<file path="config.mk">
export PLATFORM = sky130hd
export DESIGN_NAME = mvm_frame_arbiter_flat
export DESIGN_NICKNAME = d
export VERILOG_FILES = /design/src/rtl/mvm_frame_arbiter_if.sv /design/src/rtl/mvm_frame_arbiter.sv /design/src/flat_wrapper.sv
export SDC_FILE = /design/constraint.sdc
export NUM_CORES = 1
export LEC_CHECK = 0
export CAP_MARGIN = 20
export CELL_PAD_IN_SITES_DETAIL_PLACEMENT = 1
export CELL_PAD_IN_SITES_GLOBAL_PLACEMENT = 2
export CORE_ASPECT_RATIO = 2
export CORE_UTILIZATION = 24
export CTS_CLUSTER_SIZE = 8
export DETAILED_ROUTE_END_ITERATION = 16
export PLACE_DENSITY = 0.81
export SLEW_MARGIN = 15
export SYNTH_ARGS = -nofsm -noshare
export SYNTH_HDL_FRONTEND = slang
export SYNTH_SLANG_ARGS = --single-unit
</file>
<file path="constraint.sdc">
create_clock -name clk -period 2.15 [get_ports clk]
set_clock_uncertainty 0.2 [all_clocks]
set_input_delay 0.3225 -clock clk [delete_from_list [all_inputs] [get_ports clk]]
set_output_delay 0.3225 -clock clk [all_outputs]
set_load 0.05 [all_outputs]
</file>
<file path="src/rtl/mvm_frame_arbiter_if.sv">
// ============================================================================
// mvm_frame_arbiter_if : streams and status between two requesters, the
// frame arbiter and a shared MVM engine.   Rev 1.0
// ============================================================================
`default_nettype none

interface mvm_frame_arbiter_if #(
  parameter int W = 8
);
  logic         s0_valid, s0_ready;
  logic [W-1:0] s0_data;
  logic         s1_valid, s1_ready;
  logic [W-1:0] s1_data;
  logic         m0_valid, m0_ready;
  logic [W-1:0] m0_data;
  logic         m1_valid, m1_ready;
  logic [W-1:0] m1_data;
  logic         eng_s_valid, eng_s_ready;
  logic [W-1:0] eng_data_in;
  logic         eng_m_valid, eng_m_ready;
  logic [W-1:0] eng_data_out;
  logic         owner;
  logic         busy;
  logic [15:0]  frames0, frames1;

  // Arbiter side
  modport master (
    input  s0_valid, s0_data, s1_valid, s1_data,
    output s0_ready, s1_ready,
    output m0_valid, m0_data, m1_valid, m1_data,
    input  m0_ready, m1_ready,
    output eng_s_valid, eng_data_in, eng_m_ready,
    input  eng_s_ready, eng_m_valid, eng_data_out,
    output owner, busy, frames0, frames1
  );

  // Requester / engine / observer side
  modport slave (
    output s0_valid, s0_data, s1_valid, s1_data,
    input  s0_ready, s1_ready,
    input  m0_valid, m0_data, m1_valid, m1_data,
    output m0_ready, m1_ready,
    input  eng_s_valid, eng_data_in, eng_m_ready,
    output eng_s_ready, eng_m_valid, eng_data_out,
    input  owner, busy, frames0, frames1
  );
endinterface

`default_nettype wire

</file>
<file path="src/rtl/mvm_frame_arbiter.sv">
// ============================================================================
// mvm_frame_arbiter : round-robin frame arbiter sharing one MVM engine
// between two requesters (N input beats, then M result beats).   Rev 1.0
// ============================================================================
`default_nettype none

module mvm_frame_arbiter #(
  parameter int N = 8,
  parameter int M = 8,
  parameter int W = 8
) (
  input  wire logic              clk,
  input  wire logic              reset,
  mvm_frame_arbiter_if.master    bus
);

  localparam int IW = $clog2(N + 1);
  localparam int OW = $clog2(M + 1);

  localparam logic [1:0] S_IDLE  = 2'd0;
  localparam logic [1:0] S_FEED  = 2'd1;
  localparam logic [1:0] S_DRAIN = 2'd2;

  logic [1:0]    r_state, w_next_state;
  logic [IW-1:0] r_in_cnt;
  logic [OW-1:0] r_out_cnt;
  logic          r_owner, r_last_grant;
  logic [15:0]   r_frames0, r_frames1;

  logic w_any_req, w_grant;
  logic w_sel_s_valid, w_sel_m_ready;
  logic w_in_fire, w_out_fire, w_in_last, w_out_last;

  assign w_any_req     = bus.s0_valid | bus.s1_valid;
  // On a tie the requester that did not own the previous frame wins
  assign w_grant       = (bus.s0_valid & bus.s1_valid) ? ~r_last_grant : bus.s1_valid;
  assign w_sel_s_valid = r_owner ? bus.s1_valid : bus.s0_valid;
  assign w_sel_m_ready = r_owner ? bus.m1_ready : bus.m0_ready;
  assign w_in_fire     = (r_state == S_FEED)  & w_sel_s_valid & bus.eng_s_ready;
  assign w_out_fire    = (r_state == S_DRAIN) & bus.eng_m_valid & w_sel_m_ready;
  assign w_in_last     = (r_in_cnt  == IW'(N - 1));
  assign w_out_last    = (r_out_cnt == OW'(M - 1));

  always_ff @(posedge clk) begin
    if (reset) r_state <= S_IDLE;
    else       r_state <= w_next_state;
  end

  always_comb begin
    w_next_state = r_state;
    case (r_state)
      S_IDLE:  if (w_any_req)               w_next_state = S_FEED;
      S_FEED:  if (w_in_fire && w_in_last)   w_next_state = S_DRAIN;
      S_DRAIN: if (w_out_fire && w_out_last) w_next_state = S_IDLE;
      default:                               w_next_state = S_IDLE;
    endcase
  end

  // Output decode; reset forces every handshake output low
  always_comb begin
    bus.s0_ready    = 1'b0;
    bus.s1_ready    = 1'b0;
    bus.m0_valid    = 1'b0;
    bus.m1_valid    = 1'b0;
    bus.m0_data     = {W{1'b0}};
    bus.m1_data     = {W{1'b0}};
    bus.eng_s_valid = 1'b0;
    bus.eng_data_in = {W{1'b0}};
    bus.eng_m_ready = 1'b0;
    if (!reset) begin
      case (r_state)
        S_FEED: begin
          bus.eng_s_valid = w_sel_s_valid;
          bus.eng_data_in = r_owner ? bus.s1_data : bus.s0_data;
          if (r_owner) bus.s1_ready = bus.eng_s_ready;
          else         bus.s0_ready = bus.eng_s_ready;
        end
        S_DRAIN: begin
          bus.eng_m_ready = w_sel_m_ready;
          if (r_owner) begin
            bus.m1_valid = bus.eng_m_valid;
            bus.m1_data  = bus.eng_data_out;
          end else begin
            bus.m0_valid = bus.eng_m_valid;
            bus.m0_data  = bus.eng_data_out;
          end
        end
        default: ;
      endcase
    end
  end

  always_ff @(posedge clk) begin
    if (reset) begin
      r_in_cnt     <= '0;
      r_out_cnt    <= '0;
      r_owner      <= 1'b0;
      r_last_grant <= 1'b1;
      r_frames0    <= 16'd0;
      r_frames1    <= 16'd0;
    end else begin
      case (r_state)
        S_IDLE: if (w_any_req) r_owner <= w_grant;
        S_FEED: if (w_in_fire) r_in_cnt <= w_in_last ? '0 : r_in_cnt + IW'(1);
        S_DRAIN: begin
          if (w_out_fire) begin
            if (w_out_last) begin
              r_out_cnt    <= '0;
              r_last_grant <= r_owner;
              if (r_owner) r_frames1 <= r_frames1 + 16'd1;
              else         r_frames0 <= r_frames0 + 16'd1;
            end else begin
              r_out_cnt <= r_out_cnt + OW'(1);
            end
          end
        end
        default: ;
      endcase
    end
  end

  assign bus.owner   = r_owner;
  assign bus.busy    = (r_state != S_IDLE);
  assign bus.frames0 = r_frames0;
  assign bus.frames1 = r_frames1;

endmodule

`default_nettype wire

</file>
<file path="src/flat_wrapper.sv">
// flat-port wrapper written by rule: the top's interface ports become plain ports
module mvm_frame_arbiter_flat 
#(
  parameter int N = 8,
  parameter int M = 8,
  parameter int W = 8
)
  (clk, reset, bus_s0_valid, bus_s0_data, bus_s1_valid, bus_s1_data, bus_s0_ready, bus_s1_ready, bus_m0_valid, bus_m0_data, bus_m1_valid, bus_m1_data, bus_m0_ready, bus_m1_ready, bus_eng_s_valid, bus_eng_data_in, bus_eng_m_ready, bus_eng_s_ready, bus_eng_m_valid, bus_eng_data_out, bus_owner, bus_busy, bus_frames0, bus_frames1);
  mvm_frame_arbiter_if #(.W(W)) bus_i ();
  input  wire logic clk;
  input  wire logic reset;
  input wire logic [$bits(bus_i.s0_valid)-1:0] bus_s0_valid;
  input wire logic [$bits(bus_i.s0_data)-1:0] bus_s0_data;
  input wire logic [$bits(bus_i.s1_valid)-1:0] bus_s1_valid;
  input wire logic [$bits(bus_i.s1_data)-1:0] bus_s1_data;
  output wire logic [$bits(bus_i.s0_ready)-1:0] bus_s0_ready;
  output wire logic [$bits(bus_i.s1_ready)-1:0] bus_s1_ready;
  output wire logic [$bits(bus_i.m0_valid)-1:0] bus_m0_valid;
  output wire logic [$bits(bus_i.m0_data)-1:0] bus_m0_data;
  output wire logic [$bits(bus_i.m1_valid)-1:0] bus_m1_valid;
  output wire logic [$bits(bus_i.m1_data)-1:0] bus_m1_data;
  input wire logic [$bits(bus_i.m0_ready)-1:0] bus_m0_ready;
  input wire logic [$bits(bus_i.m1_ready)-1:0] bus_m1_ready;
  output wire logic [$bits(bus_i.eng_s_valid)-1:0] bus_eng_s_valid;
  output wire logic [$bits(bus_i.eng_data_in)-1:0] bus_eng_data_in;
  output wire logic [$bits(bus_i.eng_m_ready)-1:0] bus_eng_m_ready;
  input wire logic [$bits(bus_i.eng_s_ready)-1:0] bus_eng_s_ready;
  input wire logic [$bits(bus_i.eng_m_valid)-1:0] bus_eng_m_valid;
  input wire logic [$bits(bus_i.eng_data_out)-1:0] bus_eng_data_out;
  output wire logic [$bits(bus_i.owner)-1:0] bus_owner;
  output wire logic [$bits(bus_i.busy)-1:0] bus_busy;
  output wire logic [$bits(bus_i.frames0)-1:0] bus_frames0;
  output wire logic [$bits(bus_i.frames1)-1:0] bus_frames1;
  assign bus_i.s0_valid = bus_s0_valid;
  assign bus_i.s0_data = bus_s0_data;
  assign bus_i.s1_valid = bus_s1_valid;
  assign bus_i.s1_data = bus_s1_data;
  assign bus_s0_ready = bus_i.s0_ready;
  assign bus_s1_ready = bus_i.s1_ready;
  assign bus_m0_valid = bus_i.m0_valid;
  assign bus_m0_data = bus_i.m0_data;
  assign bus_m1_valid = bus_i.m1_valid;
  assign bus_m1_data = bus_i.m1_data;
  assign bus_i.m0_ready = bus_m0_ready;
  assign bus_i.m1_ready = bus_m1_ready;
  assign bus_eng_s_valid = bus_i.eng_s_valid;
  assign bus_eng_data_in = bus_i.eng_data_in;
  assign bus_eng_m_ready = bus_i.eng_m_ready;
  assign bus_i.eng_s_ready = bus_eng_s_ready;
  assign bus_i.eng_m_valid = bus_eng_m_valid;
  assign bus_i.eng_data_out = bus_eng_data_out;
  assign bus_owner = bus_i.owner;
  assign bus_busy = bus_i.busy;
  assign bus_frames0 = bus_i.frames0;
  assign bus_frames1 = bus_i.frames1;
  mvm_frame_arbiter #(.N(N), .M(M), .W(W)) u_core (.clk(clk), .reset(reset), .bus(bus_i));
endmodule
</file>
==> flow report <==
OUTCOME
----------------------------------------------------------------------------------------
Status .................................................................... finished, final reports clean

LOGIC SYNTHESIS
----------------------------------------------------------------------------------------
Adders+Majority by Area ...................................................        2.07%
Chip area from the yosys synthesis statistics .............................    2420 um^2
Number of flops mapped to enable cells by yosys ...........................            0
Post-synth ARST share .....................................................           0%
Aoi share .................................................................        12.4%
Share of the yosys chip area belonging to registers .......................        36.4%
Combined area of all synthesized cells ....................................    2420 um^2
Mapped Avg Cell Area ......................................................    8.07 um^2
Distinct cells, synth .....................................................           47
Synthesized-area fraction occupied by xor and xnor cells ..................        5.07%
Count of mapped cells out of synthesis ....................................          300
Yosys reg bits ............................................................           44
Most frequently used flop master after synthesis ..........................      dfxtp_1
Number of warnings printed during yosys synthesis .........................            0
Top logic cell family in the synthesized netlist .......................... simple AND/OR/NAND/NOR gates
Area share of and/or/nand/nor cells after synthesis .......................        34.7%

PLACED DESIGN
----------------------------------------------------------------------------------------
I/O Buffers ...............................................................           95
Pre-CTS setup slack .......................................................      -236 ps
GPL Wtd Cong ..............................................................        0.832
Total half-perimeter wirelength after legalization and detailed placement .      6510 um

FLOORPLANNING
----------------------------------------------------------------------------------------
DIE AREA ..................................................................   10500 um^2
Width of the chip .........................................................        73 um
Standard-cell row count ...................................................           51
Initial Utilization .......................................................        24.8%
DIE HEIGHT ................................................................       144 um
I/O pin total .............................................................           96

GRT
----------------------------------------------------------------------------------------
Vias in the first global route ............................................         2912
Global-route wire length before repair ....................................     13400 um
Global-route congestion overflow total ....................................            0
Initial antenna violation count ...........................................            0
Global Route Usage Sum ....................................................        16.3%

MIN PATH
----------------------------------------------------------------------------------------
End point of the worst hold path .......................................... u_core.r_state[0]
Min-delay src .............................................................        reset
Worst Hold Class ..........................................................       in2reg

DRT
----------------------------------------------------------------------------------------
Ratio of routed vias to standard cells ....................................         4.89
Drt pass-1 iters ..........................................................            5
Post-DR wirelength/cell ...................................................      14.8 um
# DRC .....................................................................            0
Iter 0 DRT Violations .....................................................           45

FINAL TIMING
----------------------------------------------------------------------------------------
Achievable frequency ......................................................      473 MHz
Tcrit/Tclk final ..........................................................        98.2%
Hold WS ...................................................................       205 ps
Final setup slack of the worst path .......................................      37.8 ps
Transition time at the pin with the least slew margin .....................       505 ps
Number of hold violations in the final report .............................            0
Final slew viol count .....................................................            0
RSZ-0062 raised after global routing ......................................           no
Max-Slew Margin vs Limit ..................................................        66.2%

CLOCK TREE
----------------------------------------------------------------------------------------
CTS clock-pin slew for the worst setup and hold paths .....................        60 ps
CTS resizes ...............................................................           14
Number of levels in the clock H-tree ......................................            2
Library cell used as clock root buffer ....................................    clkbuf_16
CTS tree ..................................................................         done
Clock latency reported for the late side of the worst-skew pair ...........       290 ps
TritonCTS Buffers .........................................................            5
Sink count of the clock tree ..............................................           44
Post-CTS setup buffer count ...............................................            0

FINAL LAYOUT
----------------------------------------------------------------------------------------
Fraction of area in multi-input gates .....................................        37.4%
Most frequently placed logic cell in the final layout ..................... clkdlybuf4s50_1
Ant. Diodes ...............................................................            0
Utilization of the core after routing .....................................        44.5%
Area share of buffers outside the clock network ...........................        34.0%
Total number of multi-input combinational cells ...........................          232
Clock network share of area ...............................................        3.43%
Number of non-clock inverters .............................................            9
Flip-flop and latch count .................................................           44
Total area of multi-input combinational cells .............................    1630 um^2
Max-area cell class ....................................................... combinational gates
Flip-flop and latch share of the layout cell area .........................        20.6%
Footprint of the flip-flops and latches ...................................     893 um^2
Fraction of layout cells with a size suffix above 1 .......................        31.7%

CRITICAL PATH
----------------------------------------------------------------------------------------
Cell with the largest stage delay on the worst path ....................... clkdlybuf4s50_1
Kind of launch point of the worst setup path .............................. primary input
Data arrival time at the worst-slack endpoint .............................      2130 ps
Setup crit end kind .......................................................    flip-flop
Required time worst endpoint ..............................................      2170 ps
Crit path largest cell delay ..............................................       550 ps
Startpoint of the lowest-slack register-to-register path .................. u_core.r_out_cnt[1]
R2R cell count ............................................................            5
WS Path Type ..............................................................       in2reg
CP Cell Sequence .......................................................... clkdlybuf4s50_1, buf_4, nand4b_1, or4_4, or3_1, a21oi_1
Crit path launch .......................................................... bus_eng_m_valid
Critical path peak fanout .................................................            6
Worst setup path endpoint ................................................. u_core.bus.frames1[9]

POWER AND IR DROP
----------------------------------------------------------------------------------------
Static leakage ............................................................      1.58 nW
Largest voltage drop on the vdd net .......................................     0.248 mV
Tot Pwr ...................................................................      1.94 mW

FLOW RUN
----------------------------------------------------------------------------------------
Number of warnings the tools reported .....................................           28
Number of max-cap violations ..............................................            0

==> synthesized netlist by cell type (2+ instances only) <==
master,n,share of area [%]
dfxtp_1,44,36
and4_1,5,1.8
nor3_1,4,0.83
or3_1,10,2.6
nor4_1,2,0.52
nand4_1,11,2.8
nand4b_1,4,1.4
nor2_1,46,7.1
nand2b_1,10,2.6
ha_1,4,2.1
inv_1,9,1.4
o31ai_1,6,1.9
nand3_1,10,2.1
nand2_1,15,2.3
mux2i_1,11,4.6
and3_1,9,2.3
or4_1,6,1.9
o21ai_0,15,3.1
nor2b_1,3,0.78
a21oi_1,23,4.8
buf_2,2,0.41
nand3b_1,2,0.62
and2_1,3,0.78
nand4_2,2,1.0
clkbuf_1,10,1.6
xor2_1,7,2.5
xnor2_1,7,2.5
==> per-layer routing <==
metal	track usage (%)	wire (um)	vias up	share of wire, %
met1	13.9	2650	1303	33
met4	5.37	135	0	1.7
met5	0	0	-	0
met3	3.48	393	9	4.8
met2	34.6	4950	79	61
li1	-	-	1304	-
==> stage by stage <==
stage | instance area, um^2 | std cells | TNS [ps]
2_1_floorplan | 2530 | 300 | -1370
3_3_place_gp | 4090 | 542 | -2250
3_5_place_dp | 4090 | 542 | -3800
4_1_cts | 4280 | 550 | -18.5
5_1_grt | 4350 | 551 | 0
6_report | 4350 | 551 | 0
==> power breakdown <==
part           switching, mW  internal, mW
logic                  0.160         0.163
clock network          0.324         0.458
registers             0.0126         0.822
total                  0.496          1.44
==> critical path, delay by kind of cell <==
family          cells  cell delay, ps
compound gates      1             140
buf+inv             2             700
simple gates        3             990
==> flip-flops by register name (all words and copies together), names as in the netlist <==
name	count
u_core.bus.frames0	16
u_core.bus.frames1	16
u_core.bus.owner	1
u_core.r_in_cnt	4
u_core.r_last_grant	1
u_core.r_out_cnt	4
u_core.r_state	2
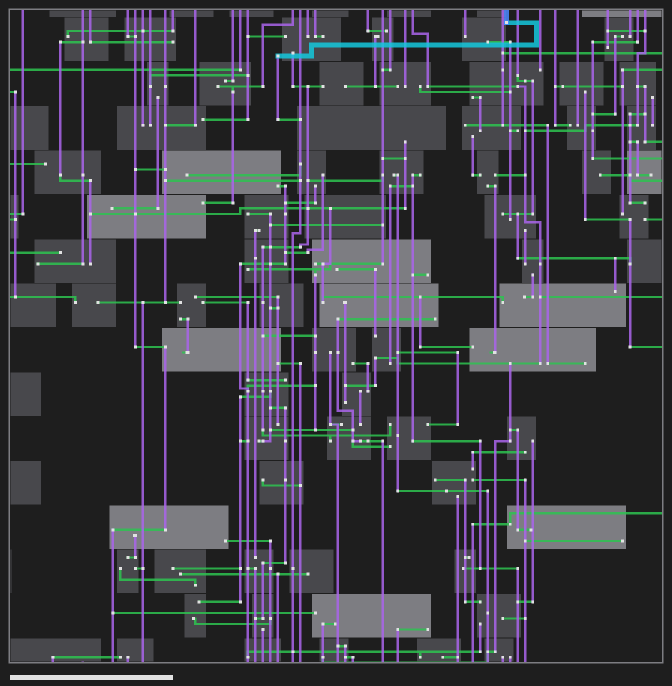
*Close-up of the layout*
Scale bar: 10 um. Window x 16 to 56, y 23 to 63 um. Cells in gray, sequential cells in the stronger gray; small squares are vias.
- green: M1
- blue: M4
- purple: M2
- cyan: M3
- sequential cells in the window: 10
- netlist names of flops here include: `u_core.bus.frames0` (7), `u_core.bus.frames1` (2)
- most frequent: a21oi_1 (9), buf_4 (9), dfxtp_1 (8)
- cells with their middle in the window: 68

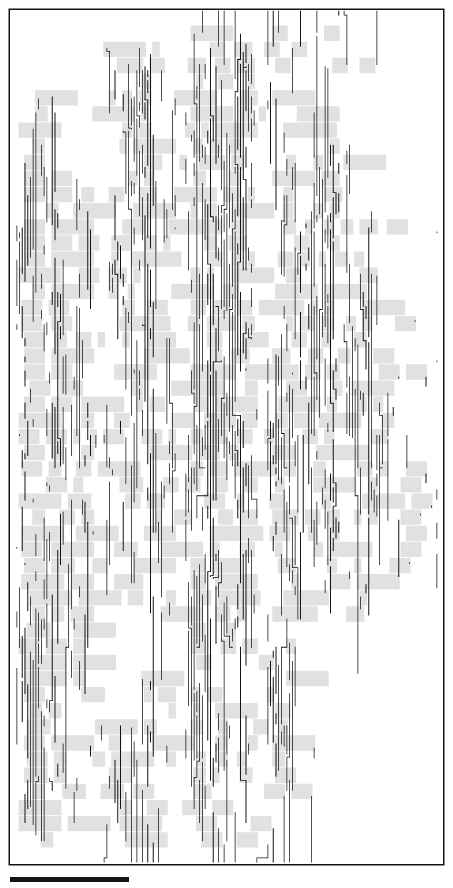
*Signal wires on met2*
Scale bar: 20 um. Cells faint in the background.
- main direction: vertical
- wire length on this layer: 4950 um
total via count in the routed design: 2695
Total Routed Length: 8130 um
M2 GR Usage: 34.6%

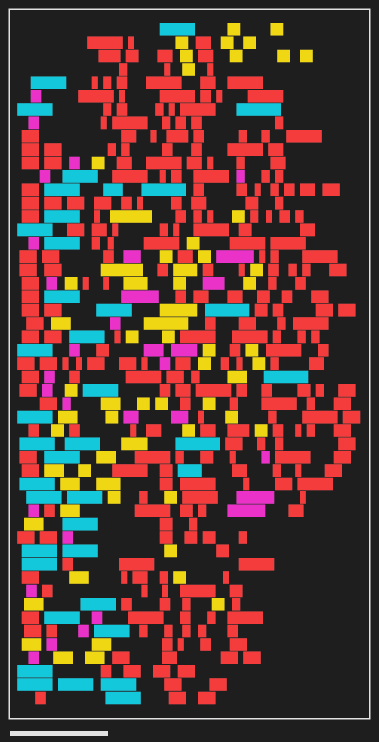
*Cell sizes after repair*
Scale bar: 20 um.
- yellow: x3 and x4 (cells 63; most used buf_4)
- red: x1 and smaller (cells 286; most used clkdlybuf4s50_1)
- cyan: x6 and larger (cells 39; most used buf_12)
- magenta: x2 (cells 31; most used nor2_2)

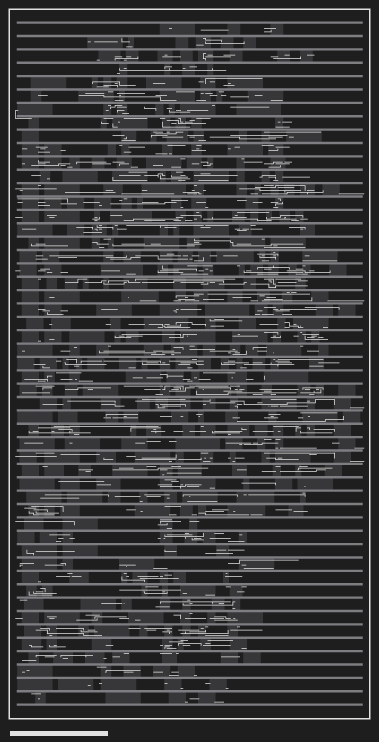
*Metal 1*
Scale bar: 20 um. Supply wires on this layer in gray. Cells faint in the background.
- wire length on this layer: 2650 um
- longest straight run: 21.6 um

Power and IR drop assume default switching activity.
